<file path="src/rtl/matvec_ctrl_if.sv">
// rtl/matvec_ctrl_if.sv - operand stream and MAC control bundle for matvec_ctrl
interface matvec_ctrl_if #(
  parameter int WIDTH = 12
);
  logic signed [WIDTH-1:0] input_data;
  logic                    input_valid;
  logic                    input_ready;
  logic signed [WIDTH-1:0] m_out;
  logic signed [WIDTH-1:0] v_out;
  logic                    clear_acc;
  logic                    en_acc;
  logic                    output_valid;
  logic                    output_ready;

  modport slave (
    input  input_data, input_valid, output_ready,
    output input_ready, m_out, v_out, clear_acc, en_acc, output_valid
  );

  modport master (
    output input_data, input_valid, output_ready,
    input  input_ready, m_out, v_out, clear_acc, en_acc, output_valid
  );
endinterface

</file>
<file path="src/rtl/matvec_ctrl.sv">
// rtl/matvec_ctrl.sv - loads an MxN matrix and N-vector, then sequences one MAC row at a time
module matvec_ctrl #(
  parameter int WIDTH = 12,
  parameter int M     = 4,
  parameter int N     = 4
) (
  input  logic         clk,
  input  logic         reset,
  matvec_ctrl_if.slave bus
);
  localparam int CW = $clog2(M * N + 1);
  localparam int AW = (M * N > 1) ? $clog2(M * N) : 1;
  localparam int VW = (N > 1) ? $clog2(N) : 1;
  localparam int RW = (M > 1) ? $clog2(M) : 1;
  localparam int JW = $clog2(N + 1);

  typedef enum logic [2:0] {LOAD_M, LOAD_V, CLEAR, COMPUTE, OUTPUT} state_t;

  state_t                  state, state_nxt;
  logic [CW-1:0]           ld_cnt, ld_cnt_nxt;
  logic [RW-1:0]           row, row_nxt;
  logic [JW-1:0]           col, col_nxt;
  logic signed [WIDTH-1:0] mat [M*N];
  logic signed [WIDTH-1:0] vec [N];
  logic                    accept;
  logic [AW-1:0]           rd_idx;
  logic [VW-1:0]           v_idx;
  logic                    input_ready;
  logic                    clear_acc;
  logic                    en_acc;
  logic                    output_valid;
  logic signed [WIDTH-1:0] m_out;
  logic signed [WIDTH-1:0] v_out;

  // Matrix is stored flat; flat index k is row k/N, column k%N.
  assign rd_idx = AW'(int'(row) * N + int'(col));
  assign v_idx  = VW'(col);

  always_ff @(posedge clk) begin
    if (reset) begin
      state  <= LOAD_M;
      ld_cnt <= '0;
      row    <= '0;
      col    <= '0;
    end else begin
      state  <= state_nxt;
      ld_cnt <= ld_cnt_nxt;
      row    <= row_nxt;
      col    <= col_nxt;
    end
  end

  always_ff @(posedge clk) begin
    if (accept) begin
      if (state == LOAD_M) begin
        mat[AW'(ld_cnt)] <= bus.input_data;
      end else begin
        vec[VW'(ld_cnt)] <= bus.input_data;
      end
    end
  end

  always_comb begin
    state_nxt    = state;
    ld_cnt_nxt   = ld_cnt;
    row_nxt      = row;
    col_nxt      = col;
    accept       = 1'b0;
    input_ready  = 1'b0;
    clear_acc    = 1'b0;
    en_acc       = 1'b0;
    output_valid = 1'b0;
    m_out        = '0;
    v_out        = '0;
    case (state)
      LOAD_M: begin
        input_ready = 1'b1;
        accept      = bus.input_valid;
        if (accept) begin
          if (ld_cnt == CW'(M * N - 1)) begin
            state_nxt  = LOAD_V;
            ld_cnt_nxt = '0;
          end else begin
            ld_cnt_nxt = ld_cnt + 1'b1;
          end
        end
      end
      LOAD_V: begin
        input_ready = 1'b1;
        accept      = bus.input_valid;
        if (accept) begin
          if (ld_cnt == CW'(N - 1)) begin
            state_nxt  = CLEAR;
            ld_cnt_nxt = '0;
            row_nxt    = '0;
          end else begin
            ld_cnt_nxt = ld_cnt + 1'b1;
          end
        end
      end
      CLEAR: begin
        clear_acc = 1'b1;
        col_nxt   = '0;
        state_nxt = COMPUTE;
      end
      COMPUTE: begin
        en_acc = 1'b1;
        // Column N is the flush cycle: zero operands push the sum into the lagged output register.
        if (col < JW'(N)) begin
          m_out = mat[rd_idx];
          v_out = vec[v_idx];
        end
        if (col == JW'(N)) begin
          state_nxt = OUTPUT;
        end else begin
          col_nxt = col + 1'b1;
        end
      end
      OUTPUT: begin
        output_valid = 1'b1;
        if (bus.output_ready) begin
          if (row == RW'(M - 1)) begin
            state_nxt  = LOAD_M;
            ld_cnt_nxt = '0;
          end else begin
            row_nxt   = row + 1'b1;
            state_nxt = CLEAR;
          end
        end
      end
      default: begin
        state_nxt = LOAD_M;
      end
    endcase
    // Outputs are forced quiet for the whole time reset is high, not just after the edge.
    if (reset) begin
      accept       = 1'b0;
      input_ready  = 1'b0;
      clear_acc    = 1'b0;
      en_acc       = 1'b0;
      output_valid = 1'b0;
      m_out        = '0;
      v_out        = '0;
    end
  end

  assign bus.input_ready  = input_ready;
  assign bus.clear_acc    = clear_acc;
  assign bus.en_acc       = en_acc;
  assign bus.output_valid = output_valid;
  assign bus.m_out        = m_out;
  assign bus.v_out        = v_out;
endmodule

</file>
<file path="src/flat_wrapper.sv">
// flat-port wrapper written by rule: the top's interface ports become plain ports
module matvec_ctrl_flat 
#(
  parameter int WIDTH = 12,
  parameter int M     = 4,
  parameter int N     = 4
)
  (clk, reset, bus_input_data, bus_input_valid, bus_output_ready, bus_input_ready, bus_m_out, bus_v_out, bus_clear_acc, bus_en_acc, bus_output_valid);
  matvec_ctrl_if #(.WIDTH(WIDTH)) bus_i ();
  input  logic clk;
  input  logic reset;
  input wire logic [$bits(bus_i.input_data)-1:0] bus_input_data;
  input wire logic [$bits(bus_i.input_valid)-1:0] bus_input_valid;
  input wire logic [$bits(bus_i.output_ready)-1:0] bus_output_ready;
  output wire logic [$bits(bus_i.input_ready)-1:0] bus_input_ready;
  output wire logic [$bits(bus_i.m_out)-1:0] bus_m_out;
  output wire logic [$bits(bus_i.v_out)-1:0] bus_v_out;
  output wire logic [$bits(bus_i.clear_acc)-1:0] bus_clear_acc;
  output wire logic [$bits(bus_i.en_acc)-1:0] bus_en_acc;
  output wire logic [$bits(bus_i.output_valid)-1:0] bus_output_valid;
  assign bus_i.input_data = bus_input_data;
  assign bus_i.input_valid = bus_input_valid;
  assign bus_i.output_ready = bus_output_ready;
  assign bus_input_ready = bus_i.input_ready;
  assign bus_m_out = bus_i.m_out;
  assign bus_v_out = bus_i.v_out;
  assign bus_clear_acc = bus_i.clear_acc;
  assign bus_en_acc = bus_i.en_acc;
  assign bus_output_valid = bus_i.output_valid;
  matvec_ctrl #(.WIDTH(WIDTH), .M(M), .N(N)) u_core (.clk(clk), .reset(reset), .bus(bus_i));
endmodule
</file>
<file path="config.mk">
export PLATFORM = sky130hd
export DESIGN_NAME = matvec_ctrl_flat
export DESIGN_NICKNAME = d
export VERILOG_FILES = /design/src/rtl/matvec_ctrl_if.sv /design/src/rtl/matvec_ctrl.sv /design/src/flat_wrapper.sv
export SDC_FILE = /design/constraint.sdc
export NUM_CORES = 1
export LEC_CHECK = 0
export CORE_ASPECT_RATIO = 1.4
export CORE_MARGIN = 5
export CORE_UTILIZATION = 55
export DETAILED_ROUTE_END_ITERATION = 10
export HOLD_SLACK_MARGIN = 0.12
export MAX_ROUTING_LAYER = met4
export PLACE_DENSITY = 0.79
export SLEW_MARGIN = 20
export SYNTH_ARGS = -nofsm -noshare
export SYNTH_HDL_FRONTEND = slang
export SYNTH_SLANG_ARGS = --single-unit
export TNS_END_PERCENT = 30
</file>
<file path="constraint.sdc">
create_clock -name clk -period 4.5 [get_ports clk]
set_clock_uncertainty 0.1 [all_clocks]
set_input_delay 0.675 -clock clk [delete_from_list [all_inputs] [get_ports clk]]
set_output_delay 0.675 -clock clk [all_outputs]
set_load 0.01 [all_outputs]
</file>
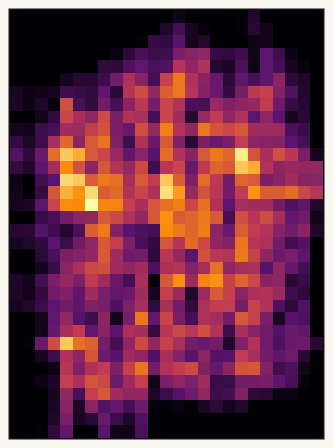
Fig. 1. Routed metal per tile (run 1).
The die is cut into 25 by 34 equal tiles; black is low, pale yellow is high, scaled to the fullest tile. Values are wire area over tile area, all layers added.
densest ninth of the die: middle
mean over tiles: 0.15
emptiest ninth of the die: top left
tiles over half the peak: 19%
fullest tile: 0.53

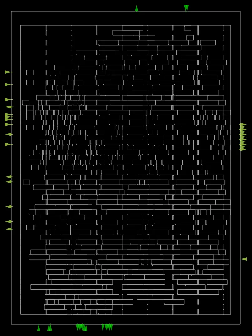
Fig. 2. Cell placement (run 1).
Final Util: 0.650
row cnt: 58
fin cells: 841
tap cells: 240

==> results_dict.tcl, run 1 <==
# flow metrics
set metrics [dict create \
    path_clk_slew_ps 60 \
    startpoint_type "flop" \
    end_kind "output pin" \
    wl_met3_um 903 \
    hold-path-endpoint "u_core.row[1]" \
    pre_cts_slack_ps 503 \
    clk_latency_ps 500 \
    htreeDepth 1 \
    criticalPathCategory "flop to output pin" \
    slew_headroom 0.431 \
    cts_buffer_depth 3 \
    synth_area_mm2 0.0102 \
    timing.max_cap.violations 0 \
    antenna_violating_nets_post_route 0 \
    nets 611 \
    required_ps 3720 \
    crit_path_max_fanout 18 \
    root_buffer "clkbuf_16" \
    final_hold_viol_count 0 \
    worstPathArrival_ps 3320 \
    power_leakage_nw 3.67 \
    grt_use_total 0.200 \
    setup_viol 0 \
    ys_ff 255 \
    reg2reg_slack_ps 2030 \
    diodes 0 \
    grt_max_degree 30 \
    use_met2 0.363 \
    finalSetupTns_ps 0 \
    use_met1 0.245 \
    synth-edff-count 240 \
    cts-resized-gates 0 \
    layout_top_cell "edfxtp_1" \
    routabilityCongestion 0.874 \
    yosysWarningCount 0 \
    slowest_delay_ps 660 \
    endpoint "bus_m_out[10]" \
    post_cts_buffers 0 \
    synth.distinct_cells 41 \
    via_per_inst 6.18 \
    wirelength_um 20400 \
    ys_cells 523 \
    lay_top_cells "edfxtp_1 (240), mux4_2 (60), clkdlybuf4s50_1 (43)" \
    drive_above_1_share 0.210 \
    die_h_um 171 \
    drt_first_pass_iters 9 \
    cts_tree "done" \
    die_area_mm2 0.0213 \
    slew_viol_final 0 \
    hp-start "u_core.row[1]" \
    rsz0062_at_grt "false" \
    grt_pass1_wl_um 31700 \
    routedWlPerCell_um 24.2 \
    status "finished, final reports clean" \
    min_path_cells 2 \
    drt_iter0_markers 479 \
    hold_class "flop to flop" \
    p_total_mw 4.65 \
    syn-instance-count 523 \
    top_cells_by_count "edfxtp_1 (240), mux4_2 (60), mux2i_1 (25), nor2_1 (20), clkbuf_1 (17)" \
    drc 0 \
    antenna_found_initial 0 \
    r2r_cells 7 \
    crit_slowest_cell "dfxtp_1" \
    power.density_mw_per_mm2 396 \
    cts_made_buffers 22 \
    async_flop_share 0 \
    met3_usage 0.0228 \
    core-area_mm2 0.0181 \
    wl_met2_um 11400 \
    grt_pass1_vias 5366 \
    whs_ps 422 \
    routed-via-count 5195 \
    max_freq_mhz 244 \
    yosys_area_mm2 0.0102 \
]
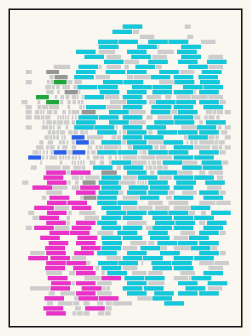
Fig. 3. Sequential cells coloured by netlist name (run 1).
Other sequential cells in the stronger grey, the rest of the logic in the fainter grey.
legend:
  blue:
    signal: u_core.ld_cnt
    sequential_cells: 5
  magenta:
    signal: u_core.vec
    sequential_cells: 48
  cyan:
    signal: u_core.mat
    sequential_cells: 192
  green:
    signal: u_core.state
    sequential_cells: 3
not coloured: 7

[run 1: worst max-delay path: cells and delay by family (launching register included)]
family | cells | cell delay [ps]
DFF | 1 | 660
AOI/OAI and AO/OA | 1 | 430
buffers and inverters | 3 | 850
and+or+nand+nor | 3 | 880
[run 1: where the power goes]
part / internal (mW) / switching (mW) / total (mW)
Clock: 1.17 / 0.789 / 1.96
Combinational: 0.0281 / 0.0597 / 0.0878
Sequential: 2.61 / 0.00537 / 2.61
Total: 3.80 / 0.854 / 4.65
[run 1: logic make-up after synthesis]
| group | after synthesis | synth area share |
|---|---|---|
| AOI/OAI and AO/OA | 44 | 0.0281 |
| muxes | 85 | 0.157 |
| buffers and inverters | 41 | 0.0165 |
| DFF | 255 | 0.738 |
| xor gates and xnor gates | 1 | 0.000861 |
| adders and majority gates | 10 | 0.0123 |
| and+or+nand+nor | 87 | 0.0466 |
[run 1: registers in the layout, summed over array words and instances (netlist names), named ones only]
name / count
u_core.vec: 48
u_core.ld_cnt: 5
u_core.state: 3
u_core.mat: 192
u_core.row: 2
u_core.col: 3
[run 1: metrics by stage]
| stage | instance area [µm²] | std cells |
|---|---|---|
| after detailed placement | 11000 | 801 |
| final | 11700 | 841 |
| after global routing | 11700 | 841 |
| after floorplan | 10200 | 523 |
| after CTS | 11700 | 841 |
| after global placement | 11000 | 801 |
[run 1: cell type report]
| cell class | instances | area (µm²) | share of cell area |
|---|---|---|---|
| multi-input combinational | 227 | 2500 | 0.213 |
| clock inverter | 13 | 169 | 0.0144 |
| inverter | 12 | 45.0 | 0.00384 |
| timing repair buffer | 67 | 623 | 0.0531 |
| tap | 240 | 300 | 0.0256 |
| clock buffer | 27 | 591 | 0.0503 |
| sequential | 255 | 7510 | 0.640 |
==> inputs of run 2 (changes only) <==
Settings changed: SKIP_LAST_GASP set to 1.
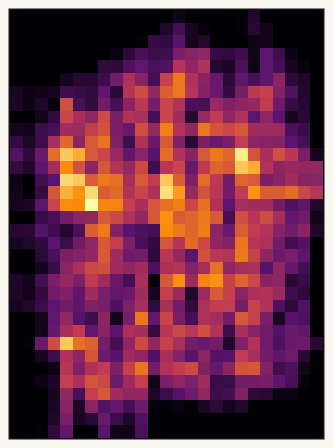
Fig. 4. Routed metal per tile (run 2).
The die is cut into 25 by 34 equal tiles; black is low, pale yellow is high, scaled to the fullest tile. Values are wire area over tile area, all layers added.
fullest tile: 0.53
tiles over half the peak: 19%
mean over tiles: 0.15
nearly empty tiles: 21%
emptiest ninth of the die: top left

==> results_dict.tcl, run 2 <==
# flow metrics
set metrics [dict create \
    power_leakage_nw 3.67 \
    slew_headroom 0.431 \
    grt_pass1_vias 5366 \
    root_buffer "clkbuf_16" \
    p_sw_frac 0.184 \
    die_area_mm2 0.0213 \
    cts_buffer_depth 3 \
    cts_made_buffers 22 \
    synth_area_mm2 0.0102 \
    startpoint_type "flop" \
    routabilityCongestion 0.874 \
    ys_cells 523 \
    finish.utilization 0.650 \
    antenna_found_initial 0 \
    pwr-share-seq 0.561 \
    diodes 0 \
    p_sw_uw 854 \
    clk_latency_ps 500 \
    clkPwrFrac 0.420 \
    power_leader "sequential cells" \
    routedWlPerCell_um 24.2 \
    hold-path-endpoint "u_core.row[1]" \
    slew_viol_final 0 \
    hold_class "flop to flop" \
    grt_max_degree 30 \
    required_ps 3720 \
    drc 0 \
    grt_pass1_wl_um 31700 \
    cts-resized-gates 0 \
    syn-instance-count 523 \
    wirelength_um 20400 \
    yosysWarningCount 0 \
    criticalPathCategory "flop to output pin" \
    crit_path_max_fanout 18 \
    nets 611 \
    core-area_mm2 0.0181 \
    antenna_violating_nets_post_route 0 \
    setup_viol 0 \
    hp-start "u_core.row[1]" \
    internal_power_mw 3.80 \
    finalSetupTns_ps 0 \
    lay_top_cells "edfxtp_1 (240), mux4_2 (60), clkdlybuf4s50_1 (43)" \
    async_flop_share 0 \
    min_path_cells 2 \
    htreeDepth 1 \
    pg_comb_uw 87.8 \
    layout_top_cell "edfxtp_1" \
    path_clk_slew_ps 60 \
    end_kind "output pin" \
    power.density_mw_per_mm2 396 \
    status "finished, final reports clean" \
    timing.max_cap.violations 0 \
    rsz0062_at_grt "false" \
    post_cts_buffers 0 \
    top_regs "u_core.mat x192, u_core.vec x48, u_core.ld_cnt x5" \
    drt_first_pass_iters 9 \
    drive_above_1_share 0.210 \
    powerClk_mw 1.96 \
    max_freq_mhz 244 \
    top_cells_by_count "edfxtp_1 (240), mux4_2 (60), mux2i_1 (25), nor2_1 (20), clkbuf_1 (17)" \
    final_hold_viol_count 0 \
    yosys_area_mm2 0.0102 \
    via_per_inst 6.18 \
    die_h_um 171 \
    design_area_mm2 0.0117 \
    largest_reg_flops 192 \
    routed-via-count 5195 \
    post_dp_cell_area_mm2 0.0110 \
    synth.distinct_cells 41 \
    reg2reg_slack_ps 2030 \
    largest_register "u_core.mat" \
    grt_use_total 0.200 \
]
## run 2: cell counts after synthesis
No cell type changed its count.
## run 2: per-stage QoR
step | std cells | hold slack [ps] | setup WS, ps | power, mW
after detailed placement | 801 | 409 | 503 | 2.75
after floorplan | 523 | 377 | 1560 | 2.69
final | 841 | 422 | 404 | 4.65
after CTS | 841 | 421 | 410 | 4.69
after global placement | 801 | 394 | 599 | 2.74
after global routing | 841 | 447 | 190 | 4.82
## run 2: final cells by class
cell class / count / area [µm²]
clock buffers: 27 / 591
clock inverters: 13 / 169
fillers: 1182 / 6320
inverters: 12 / 45.0
multi-input cells: 227 / 2500
flip-flops and latches: 255 / 7510
well taps: 240 / 300
repair buffers: 67 / 623
## run 2: cells by family (layout without fill, tap and decap cells)
group	Yosys count	count (layout)	synth area share
buffers and inverters	41	119	0.0165
AND-OR/OR-AND	44	44	0.0281
adder cells (fa/ha/maj)	10	10	0.0123
AND/OR/NAND/NOR	87	87	0.0466
flip-flops	255	255	0.738
XOR/XNOR	1	1	0.000861
multiplexers	85	85	0.157
## run 2: metal layers
| layer | part of all wire | vias to the layer above | track usage |
|---|---|---|---|
| met3 | 0.044 | 24 | 0.0228 |
| met5 | 0 | - | - |
| met2 | 0.56 | 177 | 0.363 |
| li1 | - | 2250 | - |
| met4 | 0.015 | 0 | 0.0462 |
| met1 | 0.38 | 2744 | 0.245 |
## run 2: worst max-delay path, cell delays in order (launching register included)
cell	delay, ps
dfxtp_1	660
nand2b_1	180
or2_1	280
inv_1	70
buf_4	180
nand3_1	420
o22ai_1	430
clkdlybuf4s50_1	600
Power figures rest on the tool's default switching activity, not on a simulated workload.
